Figure 1. Wire density map.
Scale bar: 50 um. 26 x 36 tiles, from dark blue (low) to red (high), scaled to the fullest tile. Values are wire area over tile area, all layers added.
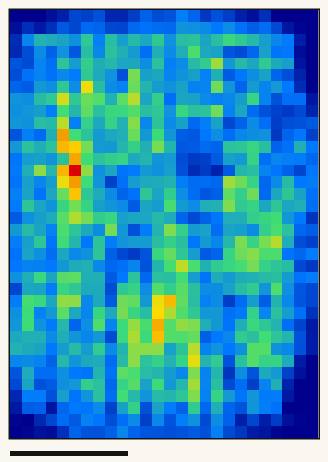
Figure 2. Local utilization.
Scale bar: 50 um. 13 x 18 tiles, from dark blue (low) to red (high), 0 to 100% covered.
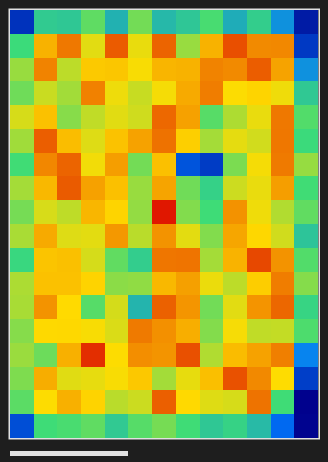
Figure 3. Cell classes on the final placement.
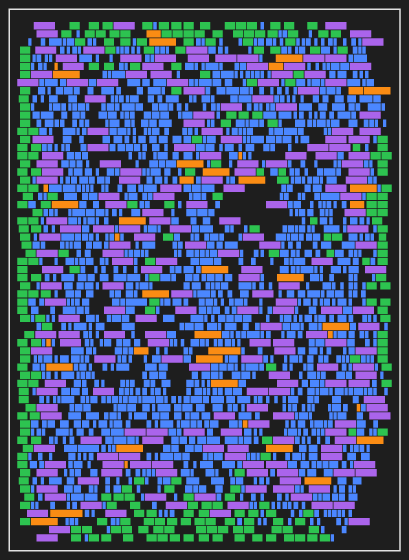
Figure 4. Track usage over the die.
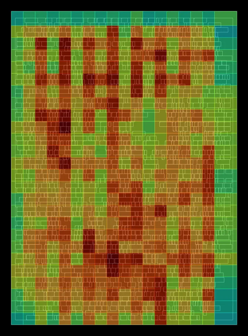
Figure 5. Cells by drive strength.
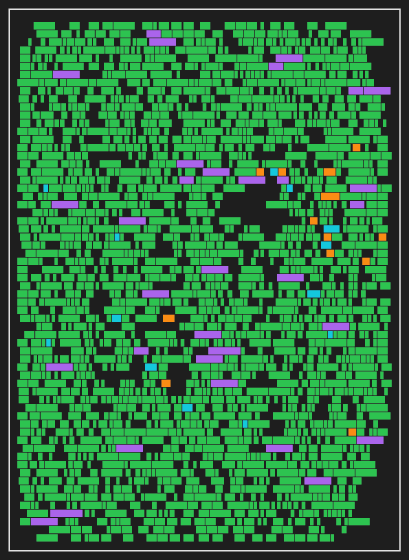
[config.mk]
export PLATFORM = sky130hd
export DESIGN_NAME = nco_sweep_ctrl_flat
export DESIGN_NICKNAME = d
export VERILOG_FILES = /design/src/rtl/nco_sweep_pkg.sv /design/src/rtl/nco_sweep_ctrl_if.sv /design/src/rtl/nco_sweep_timer.sv /design/src/rtl/nco_sweep_ctrl.sv /design/src/flat_wrapper.sv
export SDC_FILE = /design/constraint.sdc
export NUM_CORES = 1
export LEC_CHECK = 0
export CAP_MARGIN = 20
export CORE_ASPECT_RATIO = 1.4
export CORE_MARGIN = 2
export CORE_UTILIZATION = 57
export DETAILED_ROUTE_END_ITERATION = 16
export HOLD_SLACK_MARGIN = 0.1
export PLACE_DENSITY = 0.83
export SLEW_MARGIN = 20
export SYNTH_ARGS = -nofsm -noshare
export SYNTH_HDL_FRONTEND = slang
export SYNTH_SLANG_ARGS = --single-unit
[constraint.sdc]
create_clock -name clk -period 9.4 [get_ports clk]
set_input_delay 1.41 -clock clk [delete_from_list [all_inputs] [get_ports clk]]
set_output_delay 1.41 -clock clk [all_outputs]
set_load 0.02 [all_outputs]
[src/rtl/nco_sweep_pkg.sv]
// Shared types and default constants for the two-tone NCO sweep sequencer.
package nco_sweep_pkg;

   typedef enum logic [2:0] {
      S_IDLE,
      S_LOAD,
      S_SETTLE,
      S_DWELL,
      S_STEP,
      S_DONE
   } state_t;

   localparam int NUM_TONES        = 2;
   localparam int DEF_PHASE_W      = 32;
   localparam int DEF_DWELL_W      = 24;
   localparam int DEF_STEPS_W      = 16;
   localparam int DEF_NCO_RST_CYC  = 4;
   localparam int DEF_SETTLE_CYC   = 8;
   localparam int DEF_VALID_TO     = 1024;

   // Bits needed to hold a count of v-1 down to zero.
   function automatic int cnt_w(input int v);
      return (v < 2) ? 1 : $clog2(v);
   endfunction

   function automatic int max2(input int a, input int b);
      return (a > b) ? a : b;
   endfunction

endpackage

[src/rtl/nco_sweep_ctrl_if.sv]
// Control/register-side bundle of the sweep sequencer: request, config and status.
interface nco_sweep_ctrl_if
   import nco_sweep_pkg::*;
#(
   parameter int PHASE_W = DEF_PHASE_W,
   parameter int DWELL_W = DEF_DWELL_W,
   parameter int STEPS_W = DEF_STEPS_W
);
   logic               start;
   logic               stop;
   logic [PHASE_W-1:0] f_start1;
   logic [PHASE_W-1:0] f_start2;
   logic [PHASE_W-1:0] f_step1;
   logic [PHASE_W-1:0] f_step2;
   logic [STEPS_W-1:0] num_steps;
   logic [DWELL_W-1:0] dwell;
   logic [STEPS_W-1:0] step_idx;
   logic               busy;
   logic               done;
   logic               error;

   modport master (
      output start, stop, f_start1, f_start2, f_step1, f_step2, num_steps, dwell,
      input  step_idx, busy, done, error
   );

   modport slave (
      input  start, stop, f_start1, f_start2, f_step1, f_step2, num_steps, dwell,
      output step_idx, busy, done, error
   );
endinterface

[src/rtl/nco_sweep_timer.sv]
// Loadable down-counter that parks at zero; zero flag is taken straight off the register.
module nco_sweep_timer #(
   parameter int W = 24
) (
   input  logic         clk,
   input  logic         rst,
   input  logic         load,
   input  logic [W-1:0] load_val,
   output logic         zero
);
   logic [W-1:0] cnt;

   always_ff @(posedge clk) begin
      if (rst)               cnt <= '0;
      else if (load)         cnt <= load_val;
      else if (cnt != '0)    cnt <= cnt - W'(1);
   end

   assign zero = (cnt == '0);
endmodule

[src/rtl/nco_sweep_ctrl.sv]
// Two-tone NCO sweep sequencer: programs increments, sequences NCO reset/settle/dwell per tone.
module nco_sweep_ctrl
   import nco_sweep_pkg::*;
#(
   parameter int PHASE_W     = DEF_PHASE_W,
   parameter int DWELL_W     = DEF_DWELL_W,
   parameter int STEPS_W     = DEF_STEPS_W,
   parameter int NCO_RST_CYC = DEF_NCO_RST_CYC,
   parameter int SETTLE_CYC  = DEF_SETTLE_CYC,
   parameter int VALID_TO    = DEF_VALID_TO
) (
   input  logic               clk,
   input  logic               rst,
   nco_sweep_ctrl_if.slave    ctl,
   input  logic               nco_valid_i,
   output logic [PHASE_W-1:0] phi_inc1_o,
   output logic [PHASE_W-1:0] phi_inc2_o,
   output logic               nco_reset_n_o,
   output logic               nco_clken_o,
   output logic               sample_valid
);
   localparam int TW = max2(DWELL_W, max2(cnt_w(VALID_TO), max2(cnt_w(NCO_RST_CYC), cnt_w(SETTLE_CYC))));
   localparam logic [TW-1:0] RST_V = TW'(NCO_RST_CYC - 1);
   localparam logic [TW-1:0] SET_V = TW'(SETTLE_CYC - 1);
   localparam logic [TW-1:0] TO_V  = TW'(VALID_TO - 1);

   typedef struct packed {
      logic [NUM_TONES-1:0][PHASE_W-1:0] f_step;
      logic [STEPS_W-1:0]                num_steps;
      logic [DWELL_W-1:0]                dwell;
   } cfg_t;

   state_t state, nx;
   cfg_t   cfg;
   logic   flushing, flush_nx;
   logic   tmr_ld, tmr_zero;
   logic [TW-1:0] tmr_val, dwell_v;
   logic   err_nx, latch, load_phi, do_step;
   logic   nco_en, busy_q, done_q, err_q;
   logic [STEPS_W-1:0] step_idx_q;
   logic [STEPS_W:0]   idx_next;
   logic [NUM_TONES-1:0][PHASE_W-1:0] phi, f_start_in, f_step_in;

   assign f_start_in = {ctl.f_start2, ctl.f_start1};
   assign f_step_in  = {ctl.f_step2, ctl.f_step1};
   assign dwell_v    = (cfg.dwell == '0) ? '0 : TW'(cfg.dwell - DWELL_W'(1));
   assign idx_next   = {1'b0, step_idx_q} + (STEPS_W+1)'(1);

   nco_sweep_timer #(.W(TW)) u_timer (
      .clk      (clk),
      .rst      (rst),
      .load     (tmr_ld),
      .load_val (tmr_val),
      .zero     (tmr_zero)
   );

   always_comb begin
      nx       = state;
      flush_nx = flushing;
      tmr_ld   = 1'b0;
      tmr_val  = '0;
      err_nx   = 1'b0;
      latch    = 1'b0;
      load_phi = 1'b0;
      do_step  = 1'b0;
      case (state)
         S_IDLE: if (ctl.start && !ctl.stop) begin
            latch = 1'b1;
            if (ctl.num_steps == '0) begin
               nx = S_DONE;
            end else begin
               nx       = S_LOAD;
               load_phi = 1'b1;
               tmr_ld   = 1'b1;
               tmr_val  = RST_V;
            end
         end
         S_LOAD: if (tmr_zero) begin
            nx       = S_SETTLE;
            flush_nx = 1'b0;
            tmr_ld   = 1'b1;
            tmr_val  = TO_V;
         end
         // Two phases share one timer: valid-wait with timeout, then pipeline flush.
         S_SETTLE: if (!flushing) begin
            if (nco_valid_i) begin
               flush_nx = 1'b1;
               tmr_ld   = 1'b1;
               tmr_val  = SET_V;
            end else if (tmr_zero) begin
               nx     = S_IDLE;
               err_nx = 1'b1;
            end
         end else if (tmr_zero) begin
            nx      = S_DWELL;
            tmr_ld  = 1'b1;
            tmr_val = dwell_v;
         end
         S_DWELL: if (!nco_valid_i) begin
            nx       = S_SETTLE;
            flush_nx = 1'b0;
            tmr_ld   = 1'b1;
            tmr_val  = TO_V;
         end else if (tmr_zero) begin
            nx = (idx_next < {1'b0, cfg.num_steps}) ? S_STEP : S_DONE;
         end
         // NCOs stay running across a step, so valid is already up: go straight to flush.
         S_STEP: begin
            nx       = S_SETTLE;
            flush_nx = 1'b1;
            tmr_ld   = 1'b1;
            tmr_val  = SET_V;
            do_step  = 1'b1;
         end
         S_DONE:  nx = S_IDLE;
         default: nx = S_IDLE;
      endcase
      if (state != S_IDLE && ctl.stop) begin
         nx      = S_IDLE;
         err_nx  = 1'b0;
         do_step = 1'b0;
      end
   end

   always_ff @(posedge clk) begin
      if (rst) begin
         state        <= S_IDLE;
         flushing     <= 1'b0;
         cfg          <= '0;
         phi          <= '0;
         step_idx_q   <= '0;
         nco_en       <= 1'b0;
         sample_valid <= 1'b0;
         busy_q       <= 1'b0;
         done_q       <= 1'b0;
         err_q        <= 1'b0;
      end else begin
         state    <= nx;
         flushing <= flush_nx;
         if (latch) begin
            cfg.f_step    <= f_step_in;
            cfg.num_steps <= ctl.num_steps;
            cfg.dwell     <= ctl.dwell;
         end
         if (load_phi) begin
            phi        <= f_start_in;
            step_idx_q <= '0;
         end else if (do_step) begin
            for (int t = 0; t < NUM_TONES; t++) phi[t] <= phi[t] + cfg.f_step[t];
            step_idx_q <= step_idx_q + STEPS_W'(1);
         end
         // Released on first SETTLE entry, held through DONE; a zero-tone sweep never releases.
         if (nx == S_SETTLE)                 nco_en <= 1'b1;
         else if (nx inside {S_IDLE, S_LOAD}) nco_en <= 1'b0;
         sample_valid <= (nx == S_DWELL);
         busy_q       <= (nx != S_IDLE);
         done_q       <= (nx == S_DONE);
         err_q        <= err_nx;
      end
   end

   assign phi_inc1_o    = phi[0];
   assign phi_inc2_o    = phi[1];
   assign nco_reset_n_o = nco_en;
   assign nco_clken_o   = nco_en;
   assign ctl.step_idx  = step_idx_q;
   assign ctl.busy      = busy_q;
   assign ctl.done      = done_q;
   assign ctl.error     = err_q;
endmodule

[src/flat_wrapper.sv]
// flat-port wrapper written by rule: the top's interface ports become plain ports
module nco_sweep_ctrl_flat import nco_sweep_pkg::*;
#(
   parameter int PHASE_W     = DEF_PHASE_W,
   parameter int DWELL_W     = DEF_DWELL_W,
   parameter int STEPS_W     = DEF_STEPS_W,
   parameter int NCO_RST_CYC = DEF_NCO_RST_CYC,
   parameter int SETTLE_CYC  = DEF_SETTLE_CYC,
   parameter int VALID_TO    = DEF_VALID_TO
)
  (clk, rst, nco_valid_i, phi_inc1_o, phi_inc2_o, nco_reset_n_o, nco_clken_o, sample_valid, ctl_start, ctl_stop, ctl_f_start1, ctl_f_start2, ctl_f_step1, ctl_f_step2, ctl_num_steps, ctl_dwell, ctl_step_idx, ctl_busy, ctl_done, ctl_error);
  nco_sweep_ctrl_if #(.PHASE_W(PHASE_W), .DWELL_W(DWELL_W), .STEPS_W(STEPS_W)) ctl_i ();
  input  logic clk;
  input  logic rst;
  input  logic nco_valid_i;
  output logic [PHASE_W-1:0] phi_inc1_o;
  output logic [PHASE_W-1:0] phi_inc2_o;
  output logic nco_reset_n_o;
  output logic nco_clken_o;
  output logic sample_valid;
  input wire logic [$bits(ctl_i.start)-1:0] ctl_start;
  input wire logic [$bits(ctl_i.stop)-1:0] ctl_stop;
  input wire logic [$bits(ctl_i.f_start1)-1:0] ctl_f_start1;
  input wire logic [$bits(ctl_i.f_start2)-1:0] ctl_f_start2;
  input wire logic [$bits(ctl_i.f_step1)-1:0] ctl_f_step1;
  input wire logic [$bits(ctl_i.f_step2)-1:0] ctl_f_step2;
  input wire logic [$bits(ctl_i.num_steps)-1:0] ctl_num_steps;
  input wire logic [$bits(ctl_i.dwell)-1:0] ctl_dwell;
  output wire logic [$bits(ctl_i.step_idx)-1:0] ctl_step_idx;
  output wire logic [$bits(ctl_i.busy)-1:0] ctl_busy;
  output wire logic [$bits(ctl_i.done)-1:0] ctl_done;
  output wire logic [$bits(ctl_i.error)-1:0] ctl_error;
  assign ctl_i.start = ctl_start;
  assign ctl_i.stop = ctl_stop;
  assign ctl_i.f_start1 = ctl_f_start1;
  assign ctl_i.f_start2 = ctl_f_start2;
  assign ctl_i.f_step1 = ctl_f_step1;
  assign ctl_i.f_step2 = ctl_f_step2;
  assign ctl_i.num_steps = ctl_num_steps;
  assign ctl_i.dwell = ctl_dwell;
  assign ctl_step_idx = ctl_i.step_idx;
  assign ctl_busy = ctl_i.busy;
  assign ctl_done = ctl_i.done;
  assign ctl_error = ctl_i.error;
  nco_sweep_ctrl #(.PHASE_W(PHASE_W), .DWELL_W(DWELL_W), .STEPS_W(STEPS_W), .NCO_RST_CYC(NCO_RST_CYC), .SETTLE_CYC(SETTLE_CYC), .VALID_TO(VALID_TO)) u_core (.clk(clk), .rst(rst), .ctl(ctl_i), .nco_valid_i(nco_valid_i), .phi_inc1_o(phi_inc1_o), .phi_inc2_o(phi_inc2_o), .nco_reset_n_o(nco_reset_n_o), .nco_clken_o(nco_clken_o), .sample_valid(sample_valid));
endmodule
==> GITHUB_STEP_SUMMARY <==
## Implementation flow summary

| Metric | Value |
|---|---|
| First-pass DRT Iterations | `7` |
| Placed cell area | `15400 um^2` |
| Clock root buffer | `clkbuf_16` |
| Maximum vdd drop | `217 uV` |
| Top cell excl fill/tap | `nand2_1` |
| NumNets Final | `2125` |
| RePlAce Congestion | `0.953` |
| HPWL after DPL | `27500 um` |
| Placed Instances | `2142` |
| FF+latch count | `217` |
| Remaining DRCs | `0` |
| Flop pwr share | `0.370` |
| Clk slew on worst S/H paths | `60 ps` |
| Inverters | `45` |
| Die Wd | `130 um` |
| Async SR Flop Fraction | `0` |
| Clk pwr share | `0.299` |
| Max cap viols | `0` |
| Layout cell share with drive strength beyond 1 | `0.0308` |
| Clock Latency Late Sink | `520 ps` |
| GRT Residual Overflow | `0` |
| Num CTS Buffers | `22` |
| Hold Vio Cnt, Final | `0` |
| Crit path launch type | `primary input` |
| Status | `complete, no violations` |
| Num tapcells | `297` |
| Max Clock Freq | `0.227 GHz` |
| Power Total | `3.10 mW` |
| Main logic family | `AND-OR/OR-AND gates` |
| Largest net degree at the start of global routing | `106` |
| Seq. pwr | `1.15 mW` |
| Most common logic cells in the final layout | `nand2_1 (335), clkdlybuf4s50_1 (257), dfxtp_1 (217), a21oi_1 (205), nor2_1 (136)` |
| Gates resized, CTS repair | `0` |
| Pleak | `6.46 nW` |
| Final worst path period share | `0.470` |
| Cell family with most CP delay | `simple AND/OR/NAND/NOR gates` |
| Combinational power share | `0.331` |
| Seq/Total Area, Yosys | `0.342` |
| Main flop type | `dfxtp_1` |
| Post-route ant nets | `0` |
| Ant diodes | `2` |
| Post-CTS setup buffer count | `0` |
| Cell Area, Synth | `12700 um^2` |
| Synth Area per Inst | `7.64 um^2` |
| Worst rel slew slack | `0.247` |
| Ys Warns | `0` |
| Final setup viols | `0` |
| Ao+oa area frac | `0.236` |
| Vias/cell | `5.96` |
| Largest stage delay, worst path | `890 ps` |
| Mux cell area share | `0.00472` |
| Final Max Slew Viols | `0` |
| Worst r2r dst | `u_core.ctl.done` |
About Figure 1:
fullest tile = 0.85
nearly empty tiles = 3.5%
mean over tiles = 0.27
tiles over half the peak = 12%
all-layer global routing usage: 0.320
DR vias: 13.0k

About Figure 2:
fullest tile = 97%
nearly empty tiles = 0.90%
mean over tiles = 67%
tiles over 75% full = 41%
Initial Util: 0.582
final core utilization: 0.741
core area: 21900 um^2

About Figure 3:
combinational and other logic -> blue  # cells 1361, share of their area 51%
other buffers and delay cells -> green  # cells 267, share of their area 17%
clock drivers and dummy loads -> orange  # cells 40, share of their area 4.8%
flops -> purple  # cells 217, share of their area 27%
sequential share of cell area: 0.268
Site Rows: 64
final instance area: 16200 um^2

About Figure 4:
global routing usage on met3: 0.0533
Most Crowded Layer GR: met2
met2 Resource Use GR: 0.576
grt met1 use: 0.355
drt wl/cell: 17.8 um

About Figure 5:
_0 and _1 cells -> green  # cells 1827, share 97%
_6 and larger -> purple  # cells 32, share 1.7%
_2 cells -> cyan  # cells 13, share 0.69%
_3 and _4 cells -> orange  # cells 13, share 0.69%
worst setup margin: 4990 ps
Non-clock buffers: 267
Area Overhead vs Synth: 27.5%

## cell families after synthesis
logic type | Yosys count
AND-OR/OR-AND | 480
XOR/XNOR | 110
multiplexers | 6
AND/OR/NAND/NOR | 637
buffers and inverters | 130
adder cells (fa/ha/maj) | 83
flip-flops | 217
## per-layer routing
metal  GRT usage  wire, um  up-vias
li1            -         -     6277
met5           0         0        -
met3      0.0533      2430      131
met2       0.576     19600      503
met4       0.161      1970        0
met1       0.355     14900     6097
## sequential cells by signal (all words and copies together) (netlist names)
signal,cells
u_core.u_timer.cnt,24
u_core.phi_inc1_o,32
u_core.sample_valid,1
u_core.state,3
u_core.ctl.done,1
u_core.ctl.step_idx,16
u_core.cfg,104
u_core.phi_inc2_o,32
u_core.nco_clken_o,1
u_core.ctl.error,1
u_core.ctl.busy,1
u_core.flushing,1
Power and IR drop assume default switching activity.
